===== src/rtl/argmax_sequencer_pkg.sv =====
// argmax_sequencer_pkg: shared sizes, state encoding and buffer slot helper
package argmax_sequencer_pkg;
    localparam int NUM_CLASSES = 10;
    localparam int SCORE_W     = 26;
    localparam int IDX_W       = 4;

    typedef enum logic [1:0] {
        LOAD = 2'd0,
        SCAN = 2'd1,
        DONE = 2'd2
    } state_e;

    function automatic int slot_off(input int i);
        return i * SCORE_W;
    endfunction
endpackage


===== src/rtl/argmax_sequencer_if.sv =====
// argmax_sequencer_if: score stream in, classification result out
interface argmax_sequencer_if;
    import argmax_sequencer_pkg::*;

    logic                              clear;
    logic signed [SCORE_W-1:0]         score_in;
    logic                              score_valid;
    logic                              score_ready;
    logic                              result_ack;
    logic                              result_valid;
    logic [IDX_W-1:0]                  result_index;
    logic signed [SCORE_W-1:0]         result_max;
    logic                              busy;
    logic [NUM_CLASSES*SCORE_W-1:0]    scores_packed;

    modport slave (
        input  clear, score_in, score_valid, result_ack,
        output score_ready, result_valid, result_index, result_max, busy, scores_packed
    );

    modport master (
        output clear, score_in, score_valid, result_ack,
        input  score_ready, result_valid, result_index, result_max, busy, scores_packed
    );
endinterface


===== src/rtl/argmax_compare_stage.sv =====
// argmax_compare_stage: one strict signed greater-than step; ties keep the incumbent
module argmax_compare_stage
    import argmax_sequencer_pkg::*;
(
    input  logic signed [SCORE_W-1:0] best_val_i,
    input  logic [IDX_W-1:0]          best_idx_i,
    input  logic signed [SCORE_W-1:0] cand_val_i,
    input  logic [IDX_W-1:0]          cand_idx_i,
    output logic signed [SCORE_W-1:0] best_val_o,
    output logic [IDX_W-1:0]          best_idx_o
);
    logic take;

    assign take       = cand_val_i > best_val_i;
    assign best_val_o = take ? cand_val_i : best_val_i;
    assign best_idx_o = take ? cand_idx_i : best_idx_i;
endmodule


===== src/rtl/argmax_sequencer.sv =====
// argmax_sequencer: buffers serial class scores, scans for the maximum, holds result until ack
module argmax_sequencer
    import argmax_sequencer_pkg::*;
(
    input  logic           clk,
    input  logic           GlobalReset,
    argmax_sequencer_if.slave bus
);
    localparam logic [IDX_W-1:0] LAST = IDX_W'(NUM_CLASSES - 1);

    state_e                    state_q;
    logic [IDX_W-1:0]          load_cnt_q;
    logic [IDX_W-1:0]          scan_idx_q;
    logic signed [SCORE_W-1:0] score_buf_q [NUM_CLASSES];
    logic [IDX_W-1:0]          best_idx_q;
    logic signed [SCORE_W-1:0] best_val_q;
    logic [IDX_W-1:0]          result_index_q;
    logic signed [SCORE_W-1:0] result_max_q;
    logic                      result_valid_q;
    logic                      busy_q;
    logic [IDX_W-1:0]          best_idx_d;
    logic signed [SCORE_W-1:0] best_val_d;

    argmax_compare_stage u_cmp (
        .best_val_i (best_val_q),
        .best_idx_i (best_idx_q),
        .cand_val_i (score_buf_q[scan_idx_q]),
        .cand_idx_i (scan_idx_q),
        .best_val_o (best_val_d),
        .best_idx_o (best_idx_d)
    );

    for (genvar i = 0; i < NUM_CLASSES; i++) begin : g_pack
        assign bus.scores_packed[slot_off(i) +: SCORE_W] = score_buf_q[i];
    end

    assign bus.score_ready  = state_q == LOAD;
    assign bus.result_valid = result_valid_q;
    assign bus.result_index = result_index_q;
    assign bus.result_max   = result_max_q;
    assign bus.busy         = busy_q;

    // Load / scan / hold sequencer; clear aborts to LOAD but keeps buffer and last result
    always_ff @(posedge clk or negedge GlobalReset) begin
        if (!GlobalReset) begin
            state_q        <= LOAD;
            load_cnt_q     <= '0;
            scan_idx_q     <= '0;
            best_idx_q     <= '0;
            best_val_q     <= '0;
            result_index_q <= '0;
            result_max_q   <= '0;
            result_valid_q <= 1'b0;
            busy_q         <= 1'b0;
            for (int i = 0; i < NUM_CLASSES; i++) score_buf_q[i] <= '0;
        end else if (bus.clear) begin
            state_q        <= LOAD;
            load_cnt_q     <= '0;
            scan_idx_q     <= '0;
            result_valid_q <= 1'b0;
            busy_q         <= 1'b0;
        end else begin
            case (state_q)
                LOAD: if (bus.score_valid) begin
                    score_buf_q[load_cnt_q] <= bus.score_in;
                    if (load_cnt_q == LAST) begin
                        state_q    <= SCAN;
                        load_cnt_q <= '0;
                        scan_idx_q <= IDX_W'(1);
                        best_idx_q <= '0;
                        best_val_q <= score_buf_q[0];
                        busy_q     <= 1'b1;
                    end else begin
                        load_cnt_q <= load_cnt_q + 1'b1;
                    end
                end
                SCAN: begin
                    best_idx_q <= best_idx_d;
                    best_val_q <= best_val_d;
                    if (scan_idx_q == LAST) begin
                        state_q        <= DONE;
                        scan_idx_q     <= '0;
                        result_index_q <= best_idx_d;
                        result_max_q   <= best_val_d;
                        result_valid_q <= 1'b1;
                    end else begin
                        scan_idx_q <= scan_idx_q + 1'b1;
                    end
                end
                DONE: if (bus.result_ack) begin
                    state_q        <= LOAD;
                    load_cnt_q     <= '0;
                    result_valid_q <= 1'b0;
                    busy_q         <= 1'b0;
                end
                default: state_q <= LOAD;
            endcase
        end
    end
endmodule

===== src/flat_wrapper.sv =====
// flat-port wrapper written by rule: the top's interface ports become plain ports
module argmax_sequencer_flat import argmax_sequencer_pkg::*;
  (clk, GlobalReset, bus_clear, bus_score_in, bus_score_valid, bus_result_ack, bus_score_ready, bus_result_valid, bus_result_index, bus_result_max, bus_busy, bus_scores_packed);
  argmax_sequencer_if bus_i ();
  input  logic clk;
  input  logic GlobalReset;
  input wire logic [$bits(bus_i.clear)-1:0] bus_clear;
  input wire logic [$bits(bus_i.score_in)-1:0] bus_score_in;
  input wire logic [$bits(bus_i.score_valid)-1:0] bus_score_valid;
  input wire logic [$bits(bus_i.result_ack)-1:0] bus_result_ack;
  output wire logic [$bits(bus_i.score_ready)-1:0] bus_score_ready;
  output wire logic [$bits(bus_i.result_valid)-1:0] bus_result_valid;
  output wire logic [$bits(bus_i.result_index)-1:0] bus_result_index;
  output wire logic [$bits(bus_i.result_max)-1:0] bus_result_max;
  output wire logic [$bits(bus_i.busy)-1:0] bus_busy;
  output wire logic [$bits(bus_i.scores_packed)-1:0] bus_scores_packed;
  assign bus_i.clear = bus_clear;
  assign bus_i.score_in = bus_score_in;
  assign bus_i.score_valid = bus_score_valid;
  assign bus_i.result_ack = bus_result_ack;
  assign bus_score_ready = bus_i.score_ready;
  assign bus_result_valid = bus_i.result_valid;
  assign bus_result_index = bus_i.result_index;
  assign bus_result_max = bus_i.result_max;
  assign bus_busy = bus_i.busy;
  assign bus_scores_packed = bus_i.scores_packed;
  argmax_sequencer u_core (.clk(clk), .GlobalReset(GlobalReset), .bus(bus_i));
endmodule

===== config.mk =====
export PLATFORM = sky130hd
export DESIGN_NAME = argmax_sequencer_flat
export DESIGN_NICKNAME = d
export VERILOG_FILES = /design/src/rtl/argmax_sequencer_pkg.sv /design/src/rtl/argmax_sequencer_if.sv /design/src/rtl/argmax_compare_stage.sv /design/src/rtl/argmax_sequencer.sv /design/src/flat_wrapper.sv
export SDC_FILE = /design/constraint.sdc
export NUM_CORES = 1
export LEC_CHECK = 0
export CORE_MARGIN = 10
export CORE_UTILIZATION = 57
export DETAILED_ROUTE_END_ITERATION = 8
export PLACE_DENSITY = 0.93
export SLEW_MARGIN = 20
export SYNTH_ARGS = -nofsm -noshare
export SYNTH_HDL_FRONTEND = slang
export SYNTH_HIERARCHICAL = 1
export SYNTH_SLANG_ARGS = --single-unit

===== constraint.sdc =====
create_clock -name clk -period 13.1 [get_ports clk]
set_input_delay 3.275 -clock clk [delete_from_list [all_inputs] [get_ports clk]]
set_output_delay 3.275 -clock clk [all_outputs]
set_load 0.01 [all_outputs]

Figure 1. M1 wires (run 1).
Cells faint in the background.
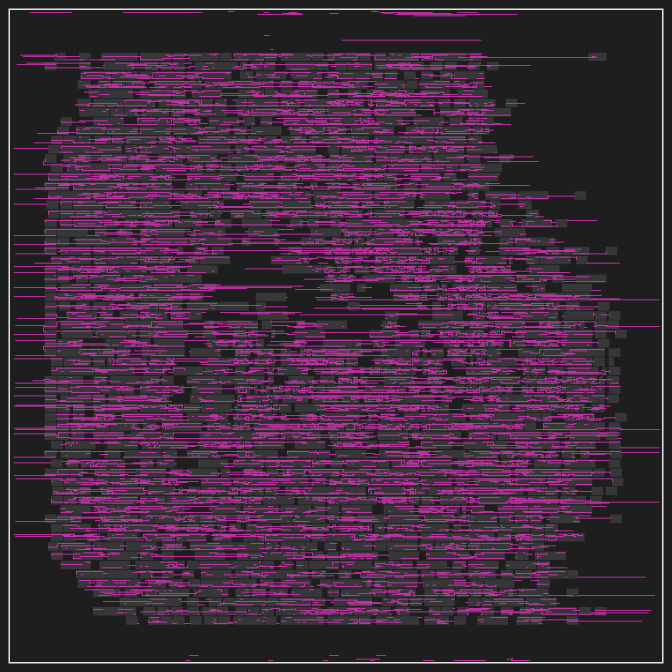
The wires run mostly horizontal. The longest straight run is 61.6 µm. The layer holds 38% of the routed length. The layer carries 21.5 mm of wire. 1476 nets have wire on it.
met1 Track Usage GR: 0.376
Total Wirelength: 56500 µm
total number of vias: 13028

Figure 2. Met2 routing (run 1).
Bar = 50 µm.
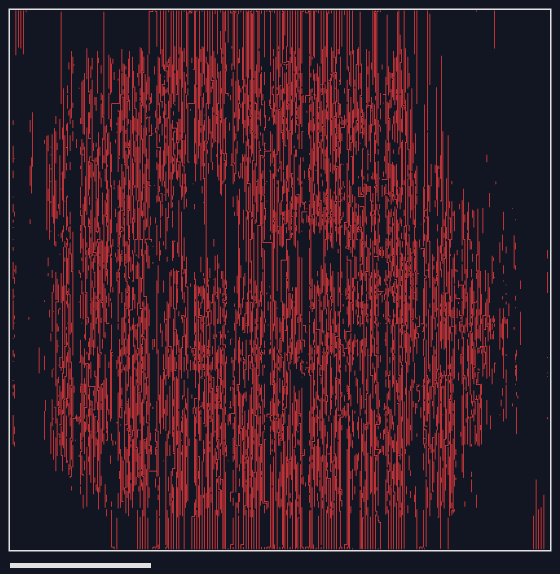
1529 nets have wire on it. The longest straight run is 59.8 µm.
global routing usage on met2: 0.499

==> ci_impl_report.md, run 1 <==
### Flow metrics

| Metric | Value |
|---|---|
| Status | `finished clean` |
| Slack of the critical path | `6.80 ns` |
| Worst r2r src | `u_core/scan_idx_q[0]$_DFFE_PN0P_` |
| Metal2 WL | `~28000 µm` |
| # fillers | `1739` |
| TritonCTS clock tree | `yes` |
| FF-to-FF setup slack | `6.80 ns` |
| Post-Synth XOR/XNOR Area | `0.000520` |
| WP depth | `13` |
| Hold Path End | `u_core/bus.result_index[1]$_DFFE_PN0P_` |
| Signal buf overhead | `0.157` |
| Most common logic cells in the final layout | `dfrtp_1, clkdlybuf4s50_1, mux2_2, o22a_1, nor2_1` |
| Unrepaired setup endpoints after global routing | `false` |
| Reg area | `0.00831 mm²` |
| Hold Fails Final Rpt | `0` |
| Clock skew | `roughly 0.022 ns` |
| Slowest library cell on the worst path | `dfrtp_4` |
| Hold path depth | `1` |
| WHS | `0.505 ns` |
| Critical path's largest stage delay | `1.03 ns` |
| Yosys synthesis chip area | `0.0169 mm²` |
| Yosys warns | `6` |
| Async S/R FF share, synth | `1.00` |
| FMAX | `0.159 GHz` |
| CTS Buf Count | `36` |
| Top FF cell, synth | `dfrtp_1` |
| Worst-Margin Slew | `1.16 ns` |
| Gr ovfl total | `0` |
| Top non-seq family | `multiplexers` |
| Max Buffers Root-to-Sink | `3` |
| Post-cts resize count | `0` |
| PD cells | `148 mW/mm²` |
| Layout net count | `around 1600` |
| Cell area leaders | `dfrtp_1, mux2_2, mux4_2` |
| Count of library flops with an enable pin | `0` |
| Die Height | `192 µm` |
| Vias in the first global route | `13686` |
| Finished Layout Cells | `1966` |
| Clock root buffer | `clkbuf_16` |
| Core area | `about 0.029 mm²` |
| WL met3 | `5080 µm` |
| Cell type with the largest total area | `dfrtp_1` |
| Die Width | `192 µm` |
| Uppermost layer routed | `met4` |
| Worst VDD drop | `0.000116 V` |
| Leak Pwr | `9.48 nW` |
| Cell with the most instances after synthesis | `dfrtp_1` |
| First-pass iteration count of the detailed router | `6` |
| Min-delay src | `u_core/bus.result_index[1]$_DFFE_PN0P_` |
| Setup bufs post-CTS | `0` |
| Worst setup SP type | `flip-flop` |
| Initial antenna violation count | `0` |
| Sink Count | `between 300 and 400` |
| Adder Area Share | `0.0208` |
| Max Fanout on Critical Path | `81` |
| Max-cap violations | `0` |
| DRC | `0` |
| Largest net degree at the start of global routing | `116` |
| Antenna viol nets, final | `0` |
| Seq/Total Area, Yosys | `0.493` |
| Layout clock area frac | `0.0575` |
| Hold WC Path Type | `flip-flop to flip-flop` |
| CLK BUF | `roughly 47` |
| WP data arrival | `6.70 ns` |
Figure 3. Metal 3 (run 1).
Bar = 50 µm.
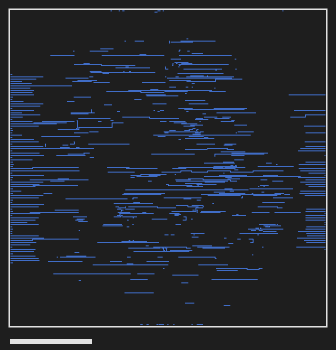
283 nets have wire on it. The layer carries 5080 µm of wire. The wires run mostly horizontal. The layer holds 9.0% of the routed length. The longest straight run is 74.5 µm.
met3 Track Usage GR: 0.0644

Figure 4. Signal wires on met4 (run 1).
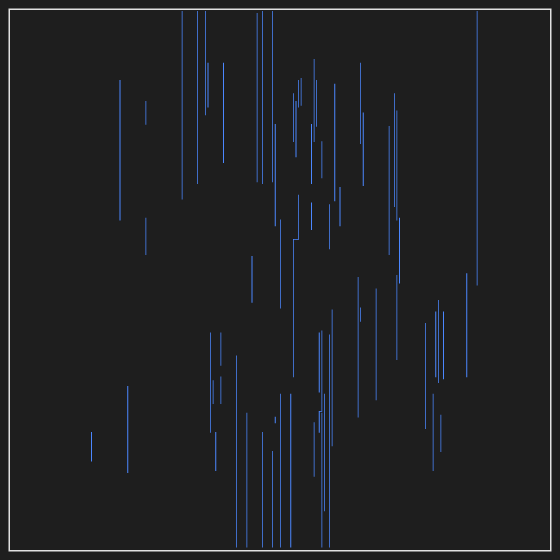
The layer holds 3.8% of the routed length. 46 nets have wire on it. The longest straight run is 97.2 µm.

run 1: power breakdown:
part	total, W	internal [W]	switching [W]
Combinational	0.000866	0.000420	0.000447
Sequential	0.00126	0.00114	0.000120
Clock	0.00104	0.000616	0.000428
Total	0.00317	0.00218	0.000995
run 1: state kept, by name, indices dropped and copies added (netlist names):
name	flops
u_core/bus.scores_packed	260
u_core/best_val_q	26
u_core/state_q	2
u_core/scan_idx_q	4
u_core/bus.result_valid	1
u_core/load_cnt_q	4
u_core/bus.busy	1
u_core/best_idx_q	4
u_core/bus.result_index	4
u_core/bus.result_max	26
==> run 1 -> run 2 <==
Settings changed: CORE_UTILIZATION 57 to 53, PLACE_DENSITY 0.93 to 0.87.
Clock period 13.1 ns to 6.1 ns, I/O delays scaled along.
==> run 2 against run 1 <==
  * Maximum frequency increased by 16%
  * Hold slack better by 0.0014 ns
  * Sequential power rose by 110%
  * Non-clock buffer count rose by 10
  * Setup slack got worse by 6.1 ns
  * Sequential share of layout area is 0.24 points lower
  * Die area is 6.7% higher
  * Clock power rose by 120%
  * Wire length fell by 1.8%
  * Largest power group unchanged
==> ci_impl_report.md, run 2 <==
### Flow metrics

| Metric | Value |
|---|---|
| Status | `finished clean` |
| Unrepaired setup endpoints after global routing | `false` |
| Vias in the first global route | `13416` |
| FF-to-FF setup slack | `0.66 ns` |
| Clock root buffer | `clkbuf_16` |
| Global routing usage on met2 | `0.458` |
| Sink Count | `between 300 and 400` |
| # fillers | `2118` |
| Largest net degree at the start of global routing | `94` |
| Cell with the most instances after synthesis | `dfrtp_1` |
| Count of library flops with an enable pin | `0` |
| DRC | `0` |
| Max Fanout on Critical Path | `27` |
| Hold WC Path Type | `flip-flop to flip-flop` |
| Worst setup SP type | `flip-flop` |
| Cell type with the largest total area | `dfrtp_1` |
| Gr ovfl total | `0` |
| Sequential power | `about 0.0027 W` |
| Worst-Margin Slew | `1.12 ns` |
| Most common logic cells in the final layout | `dfrtp_1, clkdlybuf4s50_1, mux2_2, o22a_1, nor2_1` |
| Core area | `0.0315 mm²` |
| Yosys synthesis chip area | `roughly 0.017 mm²` |
| Min-delay src | `u_core/bus.result_index[0]$_DFFE_PN0P_` |
| Initial antenna violation count | `0` |
| Antenna viol nets, final | `0` |
| Post-cts resize count | `0` |
| Reg area | `0.00831 mm²` |
| Slack of the critical path | `around 0.66 ns` |
| Hold Path End | `u_core/bus.result_index[0]$_DFFE_PN0P_` |
| Metal2 WL | `around 27000 µm` |
| Die Width | `about 200 µm` |
| Switching portion of total power | `0.311` |
| First-pass iteration count of the detailed router | `5` |
| Worst r2r src | `u_core/scan_idx_q[0]$_DFFE_PN0P_` |
| P_comb | `0.00184 W` |
| Uppermost layer routed | `met4` |
| WP depth | `13` |
| WP data arrival | `between 5 and 6 ns` |
| Leak Pwr | `9.53 nW` |
| Design internal power | `0.00472 W` |
| Max-cap violations | `0` |
| TritonCTS clock tree | `yes` |
| Clk. pwr | `0.00230 W` |
| PD cells | `318 mW/mm²` |
| Max Buffers Root-to-Sink | `3` |
| Slowest library cell on the worst path | `nor2_1` |
| Power share of the clock group | `0.336` |
| Biggest consumer | `sequential cells` |
| Met1 Track Usage GR | `0.352` |
| Layout net count | `1624` |
==> run 2: cell counts after synthesis <==
No cell type changed its count.
==> run 2: kinds of logic (layout without fill, tap and decap cells) <==
logic type      after synthesis  count (layout)  share of synthesized area
fa+ha+maj                    28              28                     0.0208
xor+xnor                      1               1                   0.000520
simple gates                180             180                     0.0637
buf+inv                     159             452                     0.0413
flops                       332             332                      0.493
mux                         394             394                      0.283
compound gates              207             207                     0.0977
==> run 2: cell type report <==
class | instances | share of cell area
timing repair buffer | 348 | 0.160
inverter | 36 | 0.00627
tap | 402 | 0.0234
clock buffer | 51 | 0.0492
multi-input combinational | 810 | 0.366
clock inverter | 17 | 0.00947
sequential | 332 | 0.386
Figure 5. Metal 3 (run 2).
Bar = 50 µm.
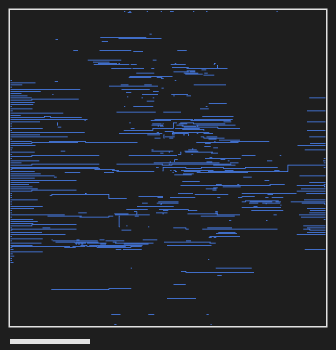
The layer holds 8.5% of the routed length. The wires run mostly horizontal.
Total Wirelength: 55500 µm
met3 Track Usage GR: 0.0664
total number of vias: 12822

Figure 6. The clock network (run 2).
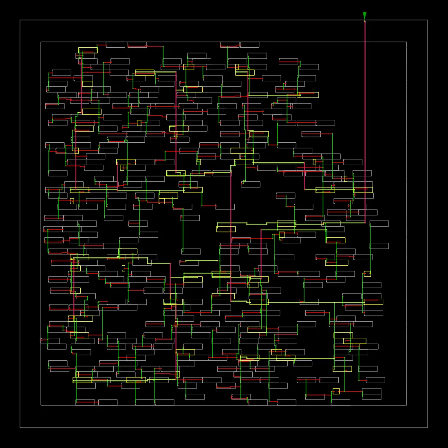
CTS Buf Count: 37
Flop Count: 332

==> run 2 -> run 3 <==
Settings changed: SKIP_CTS_REPAIR_TIMING set to 1.
==> run 3 against run 2 <==
  * Final area is the same
  * Sequential cell count is the same
  * Critical path depth stayed put
  * Critical endpoint unchanged
==> ci_impl_report.md, run 3 <==
### Flow metrics

| Metric | Value |
|---|---|
| Status | `finished clean` |
| Slowest library cell on the worst path | `nor2_1` |
| Hold WC Path Type | `flip-flop to flip-flop` |
| FMAX | `0.184 GHz` |
| Met1 Track Usage GR | `0.352` |
| CTS Buf Count | `37` |
| Yosys warns | `6` |
| Total Wirelength | `55500 µm` |
| Sequential power | `0.00270 W` |
| Initial antenna violation count | `0` |
| Async S/R FF share, synth | `1.00` |
| Gr ovfl total | `0` |
| Cell type with the largest total area | `dfrtp_1` |
| Antenna viol nets, final | `0` |
| AO/OA Area Share | `0.0977` |
| Max-cap violations | `0` |
| Switch Pwr | `0.00213 W` |
| Met3 Track Usage GR | `0.0664` |
| Design internal power | `0.00472 W` |
| Clk slew on worst S/H paths | `approximately 0.060 ns` |
| # fillers | `2118` |
| P_comb | `0.00184 W` |
| Worst-Margin Slew | `1.12 ns` |
| Count of library flops with an enable pin | `0` |
| Metal2 WL | `27200 µm` |
| Leak Pwr | `9.53 nW` |
| PD cells | `318 mW/mm²` |
| Area fraction in and, or, nand and nor cells | `0.0637` |
| Min-delay src | `u_core/bus.result_index[0]$_DFFE_PN0P_` |
| Sink Count | `~330` |
| Hold Path End | `u_core/bus.result_index[0]$_DFFE_PN0P_` |
| Max Buffers Root-to-Sink | `3` |
| Cell area leaders | `dfrtp_1, mux2_2, mux4_2` |
| Top FF cell, synth | `dfrtp_1` |
| Post-Synth XOR/XNOR Area | `0.000520` |
| Layout net count | `between 1500 and 2000` |
| Biggest consumer | `sequential cells` |
| FF-to-FF setup slack | `about 0.66 ns` |
| Power share of the clock group | `0.336` |
| Switching portion of total power | `0.311` |
| Vias in the first global route | `13416` |
| First-pass iteration count of the detailed router | `5` |
| Most common logic cells in the final layout | `dfrtp_1, clkdlybuf4s50_1, mux2_2, o22a_1, nor2_1` |
| Clk. pwr | `0.00230 W` |
| Core area | `0.0315 mm²` |
| Vias per Instance | `6.42` |
| Uppermost layer routed | `met4` |
| Unrepaired setup endpoints after global routing | `false` |
| Max FFs per register | `~260` |
| WP data arrival | `5.85 ns` |
| Post-synth mux share | `0.283` |
| Largest net degree at the start of global routing | `about 94` |
| Yosys synthesis chip area | `0.0169 mm²` |
| H-tree depth | `2` |
| Hold Fails Final Rpt | `0` |
| Combinational share of power | `0.269` |
| Worst Setup SP | `u_core/scan_idx_q[0]$_DFFE_PN0P_` |
| Top non-seq family | `multiplexers` |
| Max Fanout on Critical Path | `27` |
| DRC | `0` |
| Worst r2r src | `u_core/scan_idx_q[0]$_DFFE_PN0P_` |
| Critical path's largest stage delay | `0.89 ns` |
| Die Width | `198 µm` |
| WP depth | `13` |
| Total number of vias | `12822` |
| WL met3 | `roughly 4700 µm` |
| TritonCTS clock tree | `yes` |
==> run 3: cell counts after synthesis <==
Identical to the previous run, type by type.
==> run 3: metrics by stage <==
stage,utilization,setup WS [ns],std cells
after detailed placement,0.644,0.817,1928
after global routing,0.684,0.552,1996
after global placement,0.644,1.03,1928
after CTS,0.684,0.820,1996
final,0.684,0.665,1996
after floorplan,-,1.92,1301
==> run 3: area by class of cell <==
class	count	area [µm²]	area share
clock buffers	51	1060	0.0492
well taps	402	503	0.0234
multi-input cells	810	7880	0.366
flip-flops and latches	332	8310	0.386
repair buffers	348	3450	0.160
inverters	36	135	0.00627
clock inverters	17	204	0.00947
Figure 7. Met2 routing (run 3).
Bar = 50 µm.
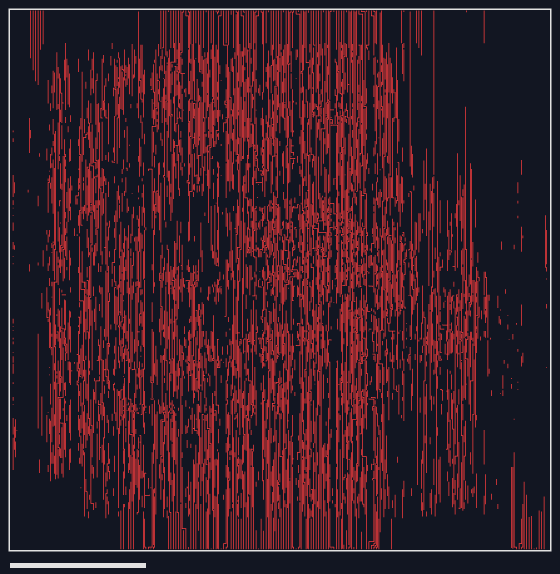
The longest straight run is 76.2 µm. 1529 nets have wire on it. The wires run mostly vertical.
global routing usage on met2: 0.458

Figure 8. Signal wires on met4 (run 3).
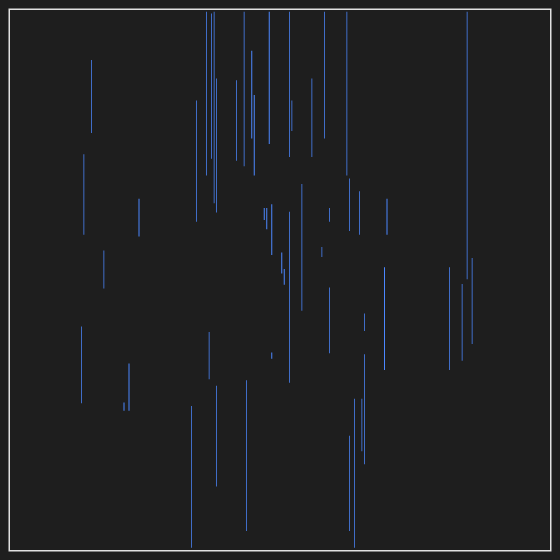
The layer carries 1580 µm of wire. 43 nets have wire on it. The longest straight run is 97.9 µm.

No activity file was given, so power comes from the tool's default toggle rates.
